===== config.mk =====
export PLATFORM = sky130hd
export DESIGN_NAME = id_ex_stage
export DESIGN_NICKNAME = d
export VERILOG_FILES = /design/src/rtl/id_ex_stage.sv
export SDC_FILE = /design/constraint.sdc
export NUM_CORES = 1
export LEC_CHECK = 0
export ABC_CLOCK_PERIOD_IN_PS = 2000
export CAP_MARGIN = 20
export CORE_UTILIZATION = 37
export CTS_CLUSTER_DIAMETER = 100
export DETAILED_ROUTE_END_ITERATION = 16
export PLACE_DENSITY = 0.79
export SYNTH_ARGS = -nofsm -noshare
export SYNTH_HDL_FRONTEND = slang
export SYNTH_SLANG_ARGS = --single-unit

===== constraint.sdc =====
create_clock -name iCLK -period 2 [get_ports iCLK]
set_input_delay 0.2 -clock iCLK [delete_from_list [all_inputs] [get_ports iCLK]]
set_output_delay 0.2 -clock iCLK [all_outputs]
set_load 0.005 [all_outputs]

===== src/rtl/id_ex_stage.sv =====
// ID/EX pipeline register: latches the decoded control word and operands, detects
// load-use hazards, inserts bubbles on stall or flush, and counts the bubbles inserted.
module id_ex_stage #(
    parameter int XLEN   = 32,
    parameter int CTRL_W = 10,
    parameter int CNT_W  = 32
) (
    input  logic              iCLK,
    input  logic              iRST,
    input  logic              iHold,
    input  logic              iFlush,
    input  logic [CTRL_W-1:0] iCtrl,
    input  logic [XLEN-1:0]   iPC,
    input  logic [XLEN-1:0]   iRs1Data,
    input  logic [XLEN-1:0]   iRs2Data,
    input  logic [XLEN-1:0]   iImm,
    input  logic [4:0]        iRs1,
    input  logic [4:0]        iRs2,
    input  logic [4:0]        iRd,
    input  logic              iUseRs1,
    input  logic              iUseRs2,
    input  logic [2:0]        iFunct3,
    input  logic              iFunct7b5,
    output logic [CTRL_W-1:0] oCtrl,
    output logic [XLEN-1:0]   oPC,
    output logic [XLEN-1:0]   oRs1Data,
    output logic [XLEN-1:0]   oRs2Data,
    output logic [XLEN-1:0]   oImm,
    output logic [4:0]        oRs1,
    output logic [4:0]        oRs2,
    output logic [4:0]        oRd,
    output logic [2:0]        oFunct3,
    output logic              oFunct7b5,
    output logic              oStall,
    output logic [CNT_W-1:0]  oBubbles
);

    logic [CTRL_W-1:0] ctrl_q, ctrl_d;
    logic [XLEN-1:0]   pc_q, pc_d, rs1_data_q, rs1_data_d, rs2_data_q, rs2_data_d, imm_q, imm_d;
    logic [4:0]        rs1_q, rs1_d, rs2_q, rs2_d, rd_q, rd_d;
    logic [2:0]        funct3_q, funct3_d;
    logic              funct7b5_q, funct7b5_d;
    logic [CNT_W-1:0]  bubbles_q, bubbles_d;
    logic              lu_s, load_s, bubble_s;

    // Load-use hazard: the instruction in EX is a load whose rd (non-x0) is read in ID
    always_comb begin
        lu_s = 1'b0;
        if (ctrl_q[3] && (rd_q != 5'd0) &&
            ((iUseRs1 && (iRs1 == rd_q)) || (iUseRs2 && (iRs2 == rd_q)))) begin
            lu_s = 1'b1;
        end else begin
            lu_s = 1'b0;
        end
    end

    assign oStall   = lu_s & ~iFlush;
    assign load_s   = ~iHold;
    assign bubble_s = ~iHold & (iFlush | lu_s);

    // Next-state: hold keeps everything; otherwise data loads and control may be squashed
    always_comb begin
        ctrl_d     = ctrl_q;
        pc_d       = pc_q;
        rs1_data_d = rs1_data_q;
        rs2_data_d = rs2_data_q;
        imm_d      = imm_q;
        rs1_d      = rs1_q;
        rs2_d      = rs2_q;
        rd_d       = rd_q;
        funct3_d   = funct3_q;
        funct7b5_d = funct7b5_q;
        bubbles_d  = bubbles_q;
        if (load_s) begin
            ctrl_d     = bubble_s ? {CTRL_W{1'b0}} : iCtrl;
            pc_d       = iPC;
            rs1_data_d = iRs1Data;
            rs2_data_d = iRs2Data;
            imm_d      = iImm;
            rs1_d      = iRs1;
            rs2_d      = iRs2;
            rd_d       = iRd;
            funct3_d   = iFunct3;
            funct7b5_d = iFunct7b5;
        end else begin
            ctrl_d     = ctrl_q;
        end
        // Counter wraps naturally at 2^CNT_W
        if (bubble_s) begin
            bubbles_d = bubbles_q + {{(CNT_W-1){1'b0}}, 1'b1};
        end else begin
            bubbles_d = bubbles_q;
        end
    end

    // Pipeline register with synchronous reset
    always_ff @(posedge iCLK) begin
        if (iRST) begin
            ctrl_q     <= {CTRL_W{1'b0}};
            pc_q       <= {XLEN{1'b0}};
            rs1_data_q <= {XLEN{1'b0}};
            rs2_data_q <= {XLEN{1'b0}};
            imm_q      <= {XLEN{1'b0}};
            rs1_q      <= 5'd0;
            rs2_q      <= 5'd0;
            rd_q       <= 5'd0;
            funct3_q   <= 3'd0;
            funct7b5_q <= 1'b0;
            bubbles_q  <= {CNT_W{1'b0}};
        end else begin
            ctrl_q     <= ctrl_d;
            pc_q       <= pc_d;
            rs1_data_q <= rs1_data_d;
            rs2_data_q <= rs2_data_d;
            imm_q      <= imm_d;
            rs1_q      <= rs1_d;
            rs2_q      <= rs2_d;
            rd_q       <= rd_d;
            funct3_q   <= funct3_d;
            funct7b5_q <= funct7b5_d;
            bubbles_q  <= bubbles_d;
        end
    end

    assign oCtrl     = ctrl_q;
    assign oPC       = pc_q;
    assign oRs1Data  = rs1_data_q;
    assign oRs2Data  = rs2_data_q;
    assign oImm      = imm_q;
    assign oRs1      = rs1_q;
    assign oRs2      = rs2_q;
    assign oRd       = rd_q;
    assign oFunct3   = funct3_q;
    assign oFunct7b5 = funct7b5_q;
    assign oBubbles  = bubbles_q;

endmodule

Figure 1. Selected gate families.
Drawn at 3 px/µm.
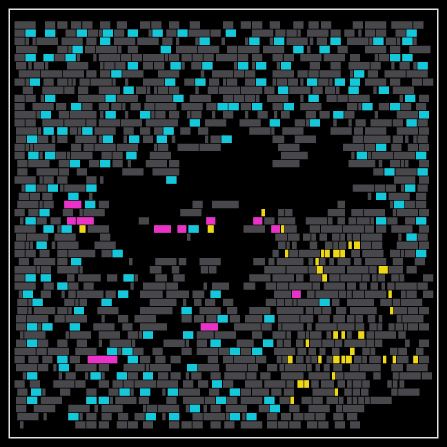
- yellow: NAND gates (cells 35)
- magenta: XOR/XNOR gates (cells 11)
- cyan: multiplexers (cells 158; where all over the die)

Figure 2. The metal 1 layer.
Drawn at 3 px/µm. Supply wires on this layer in gray.
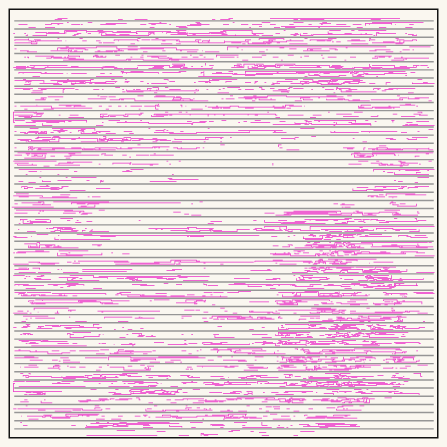
- share of all routed wire: 39%
- longest straight run: 58.4 µm
- nets with wire on the layer: 1142
- wire length on this layer: 9090 µm

-- power by group --
group          switching [mW]  total [mW]  internal, mW
clock network            1.56        3.44          1.88
registers              0.0989        4.05          3.95
logic                   0.522        1.41         0.886
total                    2.18        8.90          6.72
-- kinds of logic (layout without fill, tap and decap cells) --
group | count (synthesis) | in the layout | share of synthesized area
buffers and inverters | 50 | 444 | 0.03245
adders and majority gates | 1 | 1 | 0.001716
DFF | 189 | 189 | 0.5191
xor gates and xnor gates | 11 | 11 | 0.01322
muxes | 158 | 158 | 0.2170
AOI/OAI and AO/OA | 64 | 67 | 0.05700
and+or+nand+nor | 241 | 241 | 0.1595
-- final timing paths --
kind	depth (start not counted)	from	endpoint
setup reg to reg	10	oRd[4]$_SDFFE_PP0N_	oBubbles[12]$_SDFFE_PP0P_
hold reg to reg	2	oBubbles[18]$_SDFFE_PP0P_	oBubbles[18]$_SDFFE_PP0P_
setup / recovery	10	oRd[4]$_SDFFE_PP0N_	oBubbles[12]$_SDFFE_PP0P_
hold / removal	2	iRST	oPC[11]$_SDFFE_PP0N_
-- cell usage after synthesis (all sizes together) (2+ instances only) --
master,number
a21oi,31
and2,2
and3,4
and4,5
buf,23
clkbuf,22
dfxtp,189
inv,5
mux2i,158
nand2,17
nand3,8
nand4,9
nor2,153
nor3,10
o21ai,9
o31ai,21
or3,8
or4,22
xnor2,10
-- flip-flops by register name, indices dropped and copies added, names as in the netlist --
name,count
oBubbles,32
oImm,32
oPC,32
oRs1Data,32
oRs2Data,32
oCtrl,10
oRd,5
oRs1,5
oRs2,5
oFunct3,3
oFunct7b5,1
-- cells in the final DEF, fill, tap and decap left out, drive strengths merged, types with 2 or more instances in the layout --
| cell | netlist | layout |
|---|---|---|
| clkdlybuf4s50 | 0 | 349 |
| dfxtp | 189 | 189 |
| mux2i | 158 | 158 |
| nor2 | 153 | 153 |
| buf | 23 | 56 |
| a21oi | 31 | 34 |
| or4 | 22 | 22 |
| clkbuf | 22 | 21 |
| o31ai | 21 | 21 |
| nand2 | 17 | 17 |
| xnor2 | 10 | 10 |
| nor3 | 10 | 10 |
| inv | 5 | 10 |
| nand4 | 9 | 9 |
| o21ai | 9 | 9 |
| nand3 | 8 | 8 |
| or3 | 8 | 8 |
| and4 | 5 | 5 |
| and3 | 4 | 4 |
| clkinvlp | 0 | 3 |
| clkinv | 0 | 3 |
| and2 | 2 | 2 |
| bufinv | 0 | 2 |
-- final cells by class --
| class | count | area share |
|---|---|---|
| Tap cell | 260 | 0.02636 |
| Multi-Input combinational cell | 478 | 0.2857 |
| Inverter | 5 | 0.001724 |
| Timing Repair Buffer | 407 | 0.3314 |
| Clock buffer | 19 | 0.03508 |
| Clock inverter | 13 | 0.01267 |
| Sequential cell | 189 | 0.3070 |
-- routing by layer --
| metal | track usage | part of all wire |
|---|---|---|
| met1 | 0.2554 | 0.39 |
| met2 | 0.3904 | 0.51 |
| met3 | 0.06292 | 0.070 |
| met4 | 0.08149 | 0.026 |
| met5 | 0 | 0 |
==> impl_metrics.ini <==
; flow metrics
[status]
outcome = complete, but fails checks
violations = setup timing

[die]
dieHeight_um = 142.4
fp_util = 0.3832
chipArea_mm2 = 0.02026

[yosys]
synth_nets = 878
largest_area_cell = dfxtp_1
edf_count = 0
async_reset_ff_frac = 0
synth_area_mm2 = 0.007288
synth.distinct_cells = 35

[pwr]
peakVddDrop_mv = 0.5566

[flow_run]
maxCapViolCount = 0

[layout]
areaGrowthSynthToFinish_pct = 69.32
fin_area_mm2 = 0.01234
fillers = 1523

[global_route]
gr-total-overflow = 0
grt_pass1_wl_um = 34660

[critical_path]
startpoint_type = flip-flop
worst-path-max-fanout = 8
end_kind = flip-flop
slowest_stage = or3_1
crit_buf_inv = 4
path_delay_family = buffers and inverters
regToRegSetupSlack_ns = -0.17
crit_chain = buf_6 -> xnor2_2 -> nand4_1 -> o22ai_4 -> buf_6 -> a21oi_4 -> buf_4 -> buf_6 -> or3_1 -> a21oi_1

[sta]
fmax_mhz = 460.6
hold_viol_final = 0
tightest_slew_ns = 0.6567
slew_headroom = 0.5622
finalSetupViolations = 20
fin_crit_sh = 1.086
final.setup.worst_slack_ns = -0.1712
maxSlewViolCount = 0

[drt]
first_iter_violations = 294
first_pass_iters = 5
drt_wl_total_um = 23220
viasPerCell = 4.921

[place]
gp_congestion = 0.7827
dp_hpwl_um = 15940

[cts]
insertion_delay_ns = 0.43

[hold_path]
hp-class = in -> reg
Power and IR drop assume default switching activity.
